`src/rtl/osc_freq_meter.sv`:
```
// Gated edge counter for on-die ring-oscillator test structures.
// Picks one asynchronous oscillator input and counts its rising edges over a window of clk cycles.
module osc_freq_meter #(
  parameter int NCH    = 4,
  parameter int CNT_W  = 16,
  parameter int GATE_W = 16
) (
  input  logic                     clk,
  input  logic                     rst,
  input  logic                     ena,
  input  logic [NCH-1:0]           osc_in,
  input  logic [$clog2(NCH)-1:0]   ch_sel,
  input  logic [GATE_W-1:0]        gate_cycles,
  input  logic                     start,
  output logic                     busy,
  output logic                     done,
  output logic [CNT_W-1:0]         count,
  output logic                     overflow
);

  typedef enum logic [1:0] {
    S_IDLE = 2'd0,
    S_ARM  = 2'd1,
    S_GATE = 2'd2,
    S_DONE = 2'd3
  } state_t;

  state_t                   r_state;
  state_t                   w_next;
  logic [NCH-1:0]           r_sync1;
  logic [NCH-1:0]           r_sync2;
  logic                     r_prev;
  logic [$clog2(NCH)-1:0]   r_ch;
  logic [GATE_W-1:0]        r_gate_left;
  logic [CNT_W-1:0]         r_acc;
  logic                     r_sat;
  logic                     r_busy;
  logic                     r_done;
  logic [CNT_W-1:0]         r_count;
  logic                     r_ovf;

  logic                     w_start_ok;
  logic                     w_edge;
  logic [CNT_W-1:0]         w_acc_next;
  logic                     w_sat_next;

  assign w_start_ok = (r_state == S_IDLE) && start && ena;
  assign w_edge     = (r_state == S_GATE) && r_sync2[r_ch] && !r_prev;

  always_comb begin
    w_next = r_state;
    case (r_state)
      S_IDLE: if (w_start_ok) w_next = (gate_cycles == '0) ? S_DONE : S_ARM;
      S_ARM:  w_next = S_GATE;
      S_GATE: if (r_gate_left == GATE_W'(1)) w_next = S_DONE;
      S_DONE: w_next = S_IDLE;
      default: w_next = S_IDLE;
    endcase
    if (!ena) w_next = S_IDLE;
  end

  // Saturating accumulator: at all-ones further edges only set the sticky flag.
  always_comb begin
    w_acc_next = r_acc;
    w_sat_next = r_sat;
    if (w_edge) begin
      if (&r_acc) w_sat_next = 1'b1;
      else        w_acc_next = r_acc + CNT_W'(1);
    end
  end

  always_ff @(posedge clk) begin
    if (rst) begin
      r_state     <= S_IDLE;
      r_sync1     <= '0;
      r_sync2     <= '0;
      r_prev      <= 1'b0;
      r_ch        <= '0;
      r_gate_left <= '0;
      r_acc       <= '0;
      r_sat       <= 1'b0;
      r_busy      <= 1'b0;
      r_done      <= 1'b0;
      r_count     <= '0;
      r_ovf       <= 1'b0;
    end else begin
      r_sync1 <= osc_in;
      r_sync2 <= r_sync1;
      // During ARM this primes the edge detector from the newly latched channel.
      r_prev  <= r_sync2[r_ch];
      r_state <= w_next;
      r_busy  <= (w_next == S_ARM) || (w_next == S_GATE);
      r_done  <= (w_next == S_DONE);
      if (w_start_ok) begin
        r_ch        <= ch_sel;
        r_gate_left <= gate_cycles;
        r_acc       <= '0;
        r_sat       <= 1'b0;
      end else if (r_state == S_GATE) begin
        r_gate_left <= r_gate_left - GATE_W'(1);
        r_acc       <= w_acc_next;
        r_sat       <= w_sat_next;
      end
      // Result includes the edge seen in the final gate cycle; a zero-length gate reports 0.
      if (w_next == S_DONE) begin
        r_count <= (r_state == S_GATE) ? w_acc_next : '0;
        r_ovf   <= (r_state == S_GATE) ? w_sat_next : 1'b0;
      end
    end
  end

  assign busy     = r_busy;
  assign done     = r_done;
  assign count    = r_count;
  assign overflow = r_ovf;

endmodule

```
`config.mk`:
```
export PLATFORM = sky130hd
export DESIGN_NAME = osc_freq_meter
export DESIGN_NICKNAME = d
export VERILOG_FILES = /design/src/rtl/osc_freq_meter.sv
export SDC_FILE = /design/constraint.sdc
export NUM_CORES = 1
export LEC_CHECK = 0
export CAP_MARGIN = 40
export CORE_ASPECT_RATIO = 1.4
export CORE_MARGIN = 1
export CORE_UTILIZATION = 35
export CTS_BUF_LIST = sky130_fd_sc_hd__clkbuf_4 sky130_fd_sc_hd__clkbuf_8 sky130_fd_sc_hd__clkbuf_16
export CTS_CLUSTER_DIAMETER = 120
export DETAILED_ROUTE_END_ITERATION = 6
export GPL_TIMING_DRIVEN = 0
export HOLD_SLACK_MARGIN = 0.02
export PLACE_DENSITY = 0.54
export SKIP_CTS_REPAIR_TIMING = 1
export SLEW_MARGIN = 0
export SYNTH_ARGS = -nofsm -noshare
export SYNTH_HDL_FRONTEND = slang
export SYNTH_SLANG_ARGS = --single-unit
```
`constraint.sdc`:
```
create_clock -name clk -period 4.3 [get_ports clk]
set_input_delay 0.86 -clock clk [delete_from_list [all_inputs] [get_ports clk]]
set_output_delay 0.86 -clock clk [all_outputs]
set_load 0.05 [all_outputs]
```
==> qor.txt, run 1 <==
Multi-input gates: 239
Chip Footprint: 8820 um2
# nets final: 411
Core area: 8150 um2
Initial Util: 0.363
Count of routing violations after the opening detailed-route iteration: 104
Initial antenna violation count: 0
Max Cap Violations: 0
WP data required: 4550 ps
Worst slack at placement: 494 ps
MUX share of area: 0.0140
Net Count, Synth: 357
Netlist cell types: 52
Slew HR: 0.577
GPL Wtd Cong: 0.820
Int Pwr: 1.09 mW
Signal buffers: 57
Yosys top cell area share: 0.440
Worst-path clk slew: 50 ps
Metal2 WL: 3580 um
Final hold violations: 0
R2R Path End: count[8]
Fmax: 293 MHz
Peak VDD IR: 0.193 mV
Mapped cell area: 2950 um2
Area delta synth->final: 27.7%
Cell Count Post-Placement: 469
Crit Path Max Fanout: 10
XOR-XNOR Cells, Area Fraction: 0.0712
H-tree depth: 3
Critical path type: input pin to flop
Outcome: finished, final reports clean
Routed len/inst: 14.4 um
Synth logic family: simple AND/OR/NAND/NOR gates
Gate power share: 0.085
Hold WS: 432 ps
Ys flop type: dfxtp_1
Filler cells: 811
Pleak: 1.23 nW
Total CTS buffers: 9
Fig. 1: run 1, clock nets
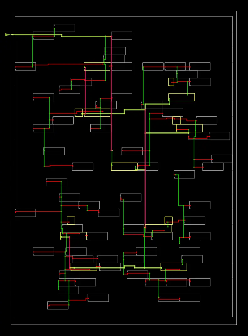
FFs & Latches: 65
clock sink total: 65
Clock buffer cells: 13
clk_lat worst skew: 320 ps

Fig. 2: run 1, I/O nets highlighted
(4 px per um)
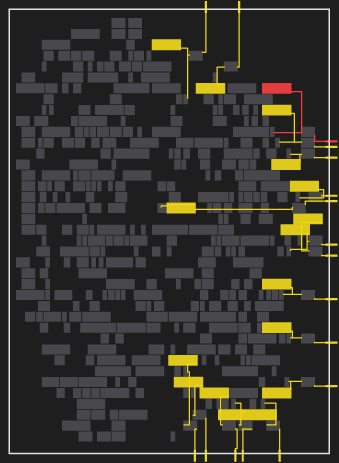
color	port	bits	direction	end cells	buffers	wire
yellow	count	16	output	16	16	270 um
red	overflow	1	output	1	1	24.5 um
number of port buffers: 43
# IOs: 45

Fig. 3: run 1, sequential cells grouped by signal name
(2 px per um) Other sequential cells in the stronger gray, the rest of the logic in the fainter gray.
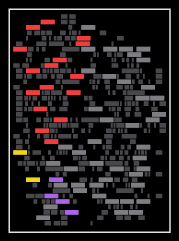
color	signal	flops
yellow	r_state	2
purple	r_sync1	4
red	r_gate_left	16
Final Util: 0.463
Power Sequential: 640 uW
sequential share of cell area: 0.345
register area: 1300 um2

Fig. 4: run 1, selected gate families
(3 px per um)
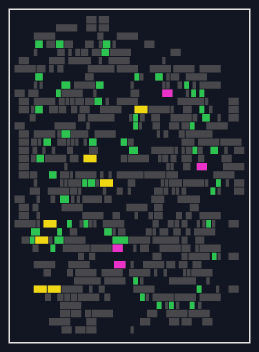
color	family	cells
yellow	adder and majority cells	7
green	inverting AOI/OAI gates	51
magenta	multiplexers	4
Finished Layout Cells: 483
most frequent logic cell in the layout: dfxtp_1
Comb area share: 0.415

==> run 2, diff against run 1 <==
--- a/config.mk
+++ b/config.mk
@@ -14,7 +14,7 @@
 export DETAILED_ROUTE_END_ITERATION = 6
 export GPL_TIMING_DRIVEN = 0
 export HOLD_SLACK_MARGIN = 0.02
-export PLACE_DENSITY = 0.54
+export PLACE_DENSITY = 0.56
 export SKIP_CTS_REPAIR_TIMING = 1
 export SLEW_MARGIN = 0
 export SYNTH_ARGS = -nofsm -noshare
==> constraint.sdc (replaced) <==
create_clock -name clk -period 3.1 [get_ports clk]
set_input_delay 0.62 -clock clk [delete_from_list [all_inputs] [get_ports clk]]
set_output_delay 0.62 -clock clk [all_outputs]
set_load 0.05 [all_outputs]
Fig. 5: run 2, I/O nets highlighted
(4 px per um)
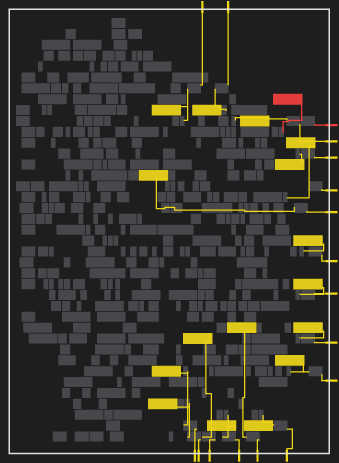
color	port	bits	direction	end cells	buffers	wire
red	overflow	1	output	1	1	15.4 um
yellow	count	16	output	16	16	335 um

Fig. 6: run 2, clock nets
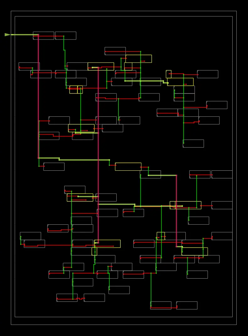
Clock Power: 910 uW
Clock buffer cells: 10

Fig. 7: run 2, sequential cells grouped by signal name
(2 px per um) Other sequential cells in the stronger gray, the rest of the logic in the fainter gray.
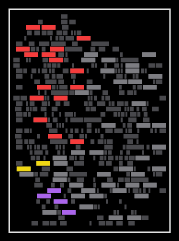
color	signal	flops
red	r_gate_left	16
yellow	r_state	2
purple	r_sync1	4
not colored	43
Final Util: 0.466
Power Sequential: 887 uW

==> run 2 against run 1 <==
Effect of this change:
- sequential power rose by 39%
- sequential cell count did not move
- count of clock-buffer cells in the layout shrank 3
- critical path type unchanged
- largest power group unchanged
==> qor.txt, run 2 <==
Filler cells: 804 (-0.86%)
Netlist cell types: 52 (unchanged)
R2R Path End: count[9]
# nets final: 412 (+0.24%)
Mapped cell area: 2950 um2 (unchanged)
Number of port buffers: 43 (unchanged)
Final hold violations: 0 (unchanged)
Routed len/inst: 14.3 um (-1.0%)
Core area: 8150 um2 (unchanged)
Cell Count Post-Placement: 469 (unchanged)
Worst-path clk slew: 50 ps (about the same)
Sequential share of cell area: 0.342 (-0.00250)
Critical path type: input pin to flop
Clock sink total: 65 (unchanged)
Net Count, Synth: 357 (unchanged)
Comb area share: 0.415 (-0.000702)
XOR-XNOR Cells, Area Fraction: 0.0712 (unchanged)
Most frequent logic cell in the layout: dfxtp_1
Yosys top cell area share: 0.440 (unchanged)
Gate power share: 0.084 (about the same)
Count of routing violations after the opening detailed-route iteration: 125 (+20%)
Int Pwr: 1.49 mW (+37%)
Initial Util: 0.363 (unchanged)
Outcome: finished, final reports clean
Initial antenna violation count: 0 (unchanged)
Metal2 WL: 3540 um (-1.3%)
Chip Footprint: 8820 um2 (unchanged)
Total GRT Usage: 0.172
WP data required: 3350 ps (-1200 ps)
GPL Wtd Cong: 0.881 (+7.5%)
Total CTS buffers: 9 (unchanged)
Worst-case clock buffer depth: 2
Fmax: 351 MHz
Peak VDD IR: 0.282 mV (+46%)
Slew HR: 0.519 (-0.0572)
Signal buffers: 58 (+1.8%)
H-tree depth: 3 (unchanged)
FFs & Latches: 65 (unchanged)
Worst min-delay path class: flop to flop
Pleak: 1.23 nW (+0.49%)
Top layer in use: met4
Ys flop type: dfxtp_1
Clk_lat worst skew: 330 ps (about the same)
Area delta synth->final: 28.6%
==> run 3, diff against run 2 <==
--- a/config.mk
+++ b/config.mk
@@ -6,15 +6,18 @@
 export NUM_CORES = 1
 export LEC_CHECK = 0
 export CAP_MARGIN = 40
+export CELL_PAD_IN_SITES_DETAIL_PLACEMENT = 1
+export CELL_PAD_IN_SITES_GLOBAL_PLACEMENT = 2
 export CORE_ASPECT_RATIO = 1.4
 export CORE_MARGIN = 1
-export CORE_UTILIZATION = 35
+export CORE_UTILIZATION = 30
 export CTS_BUF_LIST = sky130_fd_sc_hd__clkbuf_4 sky130_fd_sc_hd__clkbuf_8 sky130_fd_sc_hd__clkbuf_16
 export CTS_CLUSTER_DIAMETER = 120
+export CTS_CLUSTER_SIZE = 28
 export DETAILED_ROUTE_END_ITERATION = 6
 export GPL_TIMING_DRIVEN = 0
 export HOLD_SLACK_MARGIN = 0.02
-export PLACE_DENSITY = 0.56
+export PLACE_DENSITY = 0.74
 export SKIP_CTS_REPAIR_TIMING = 1
 export SLEW_MARGIN = 0
 export SYNTH_ARGS = -nofsm -noshare
Fig. 8: run 3, selected gate families
(3 px per um)
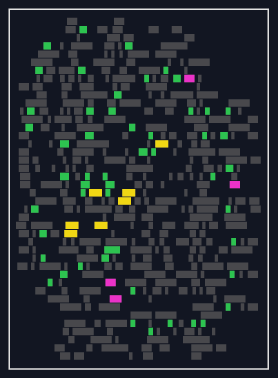
color	family	cells
green	inverting AOI/OAI gates	51
yellow	adder and majority cells	7
magenta	multiplexers	4
Finished Layout Cells: 514
Comb area share: 0.406

Fig. 9: run 3, wiring by layer
(3 px per um)
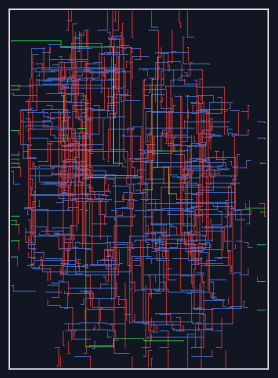
color	layer	wire length
green	met3	169 um
orange	met4	220 um
blue	met1	3140 um
red	met2	4140 um
Routed Wire Length: 7680 um
Total GRT Usage: 0.168
detailed-route via count: 2519

Fig. 10: run 3, clock nets
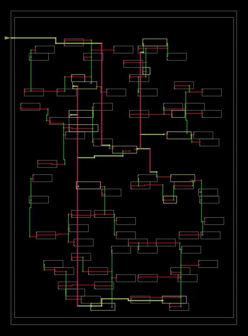
total CTS buffers: 9
Clock Power: 1.03 mW
clk_lat worst skew: 330 ps
Clock buffer cells: 12
Fin Clk Skew: 8.24 ps

==> run 3 against run 2 <==
Effect of this change:
- total power is 6.3% higher
- cell area is 1.8% higher
- setup slack better by 65 ps
- sequential power hardly changed
- critical path depth is 1 higher
- non-clock buffer count stayed put
- via count is 1.2% higher
- die area is 16% higher
- largest cell class unchanged
==> qor.txt, run 3 <==
Synth Area in Adders: 0.0296
Final max-slew violation count: 0
Filler cells: 1100 (+37%)
Most Crowded Layer GR: met2
Crit end category: flop
Count leader, synth: dfxtp_1
Number of port buffers: 43 (unchanged)
Post-route worst setup slack: 320 ps
H-tree depth: 3 (unchanged)
Initial antenna violation count: 0 (unchanged)
Int Pwr: 1.62 mW (+9.2%)
Signal buffers: 58 (unchanged)
Net Count, Synth: 357 (unchanged)
Metal2 WL: 4140 um (+17%)
Final hold violations: 0 (unchanged)
Cell Count Post-Placement: 499 (+6.4%)
Pleak: 1.25 nW (+1.4%)
Yosys top cell area share: 0.440 (unchanged)
DRT Pass-1 Iters: 4
Final Util: 0.407 (-0.0594)
Peak VDD IR: 0.253 mV (-10%)
Final setup viols: 0
Top layer in use: met4
Largest cell class: logic gates
Fmax: 360 MHz (+2.3%)
WP data required: 3310 ps (-40 ps)
# IOs: 45
Chip Footprint: 10300 um2 (+16%)
FFs & Latches: 65 (unchanged)
Count of routing violations after the opening detailed-route iteration: 45 (-64%)
# nets final: 412 (unchanged)
Design Power: 2.09 mW
Initial Util: 0.311 (-0.0519)
Signal buf overhead: 0.130
Routed len/inst: 14.9 um (+4.5%)
Worst Setup SP: gate_cycles[10]
Outcome: finished, final reports clean
Hold path cells: 1
Top cells by count: dfxtp_1 (65), nor2_1 (39), nand2_1 (34), xnor2_1 (20), o21ai_0 (15)
Area delta synth->final: 31.0%
Avg Inst Size Synth: 9.12 um2
R2R Path End: count[7]
# DRC: 0
Gate power share: 0.081 (-0.003)
Slew HR: 0.600 (+0.0801)
Netlist cell types: 52 (unchanged)
Clock sink total: 65 (unchanged)
Worst-path clk slew: 50 ps (about the same)
Arr. time, crit path: 2990 ps
Path depth of the worst reg2reg path: 9
Sequential share of cell area: 0.336 (-0.00620)
Flops after synth: 65
Net Sw Frac: 0.223
Critical path type: input pin to flop
Worst-case clock buffer depth: 2 (unchanged)
Capture point of the worst path: count[7]
Pwr Density: 539 nW/um2
Core area: 9510 um2 (+17%)
Met2 Track Usage GR: 0.309
Ys flop type: dfxtp_1
XOR-XNOR Cells, Area Fraction: 0.0712 (unchanged)
GPL Wtd Cong: 0.801 (-9.1%)
Most frequent logic cell in the layout: dfxtp_1
Power Sequential: 888 uW (about the same)
Critical Path Most Common Cell: o21ai_0
Worst-margin pin slew: 601 ps
Mapped cell area: 2950 um2 (unchanged)
Vias in the first global route: 2675
Min-delay src: r_sync1[0]
Worst min-delay path class: flop to flop
No activity file was given, so power comes from the tool's default toggle rates.
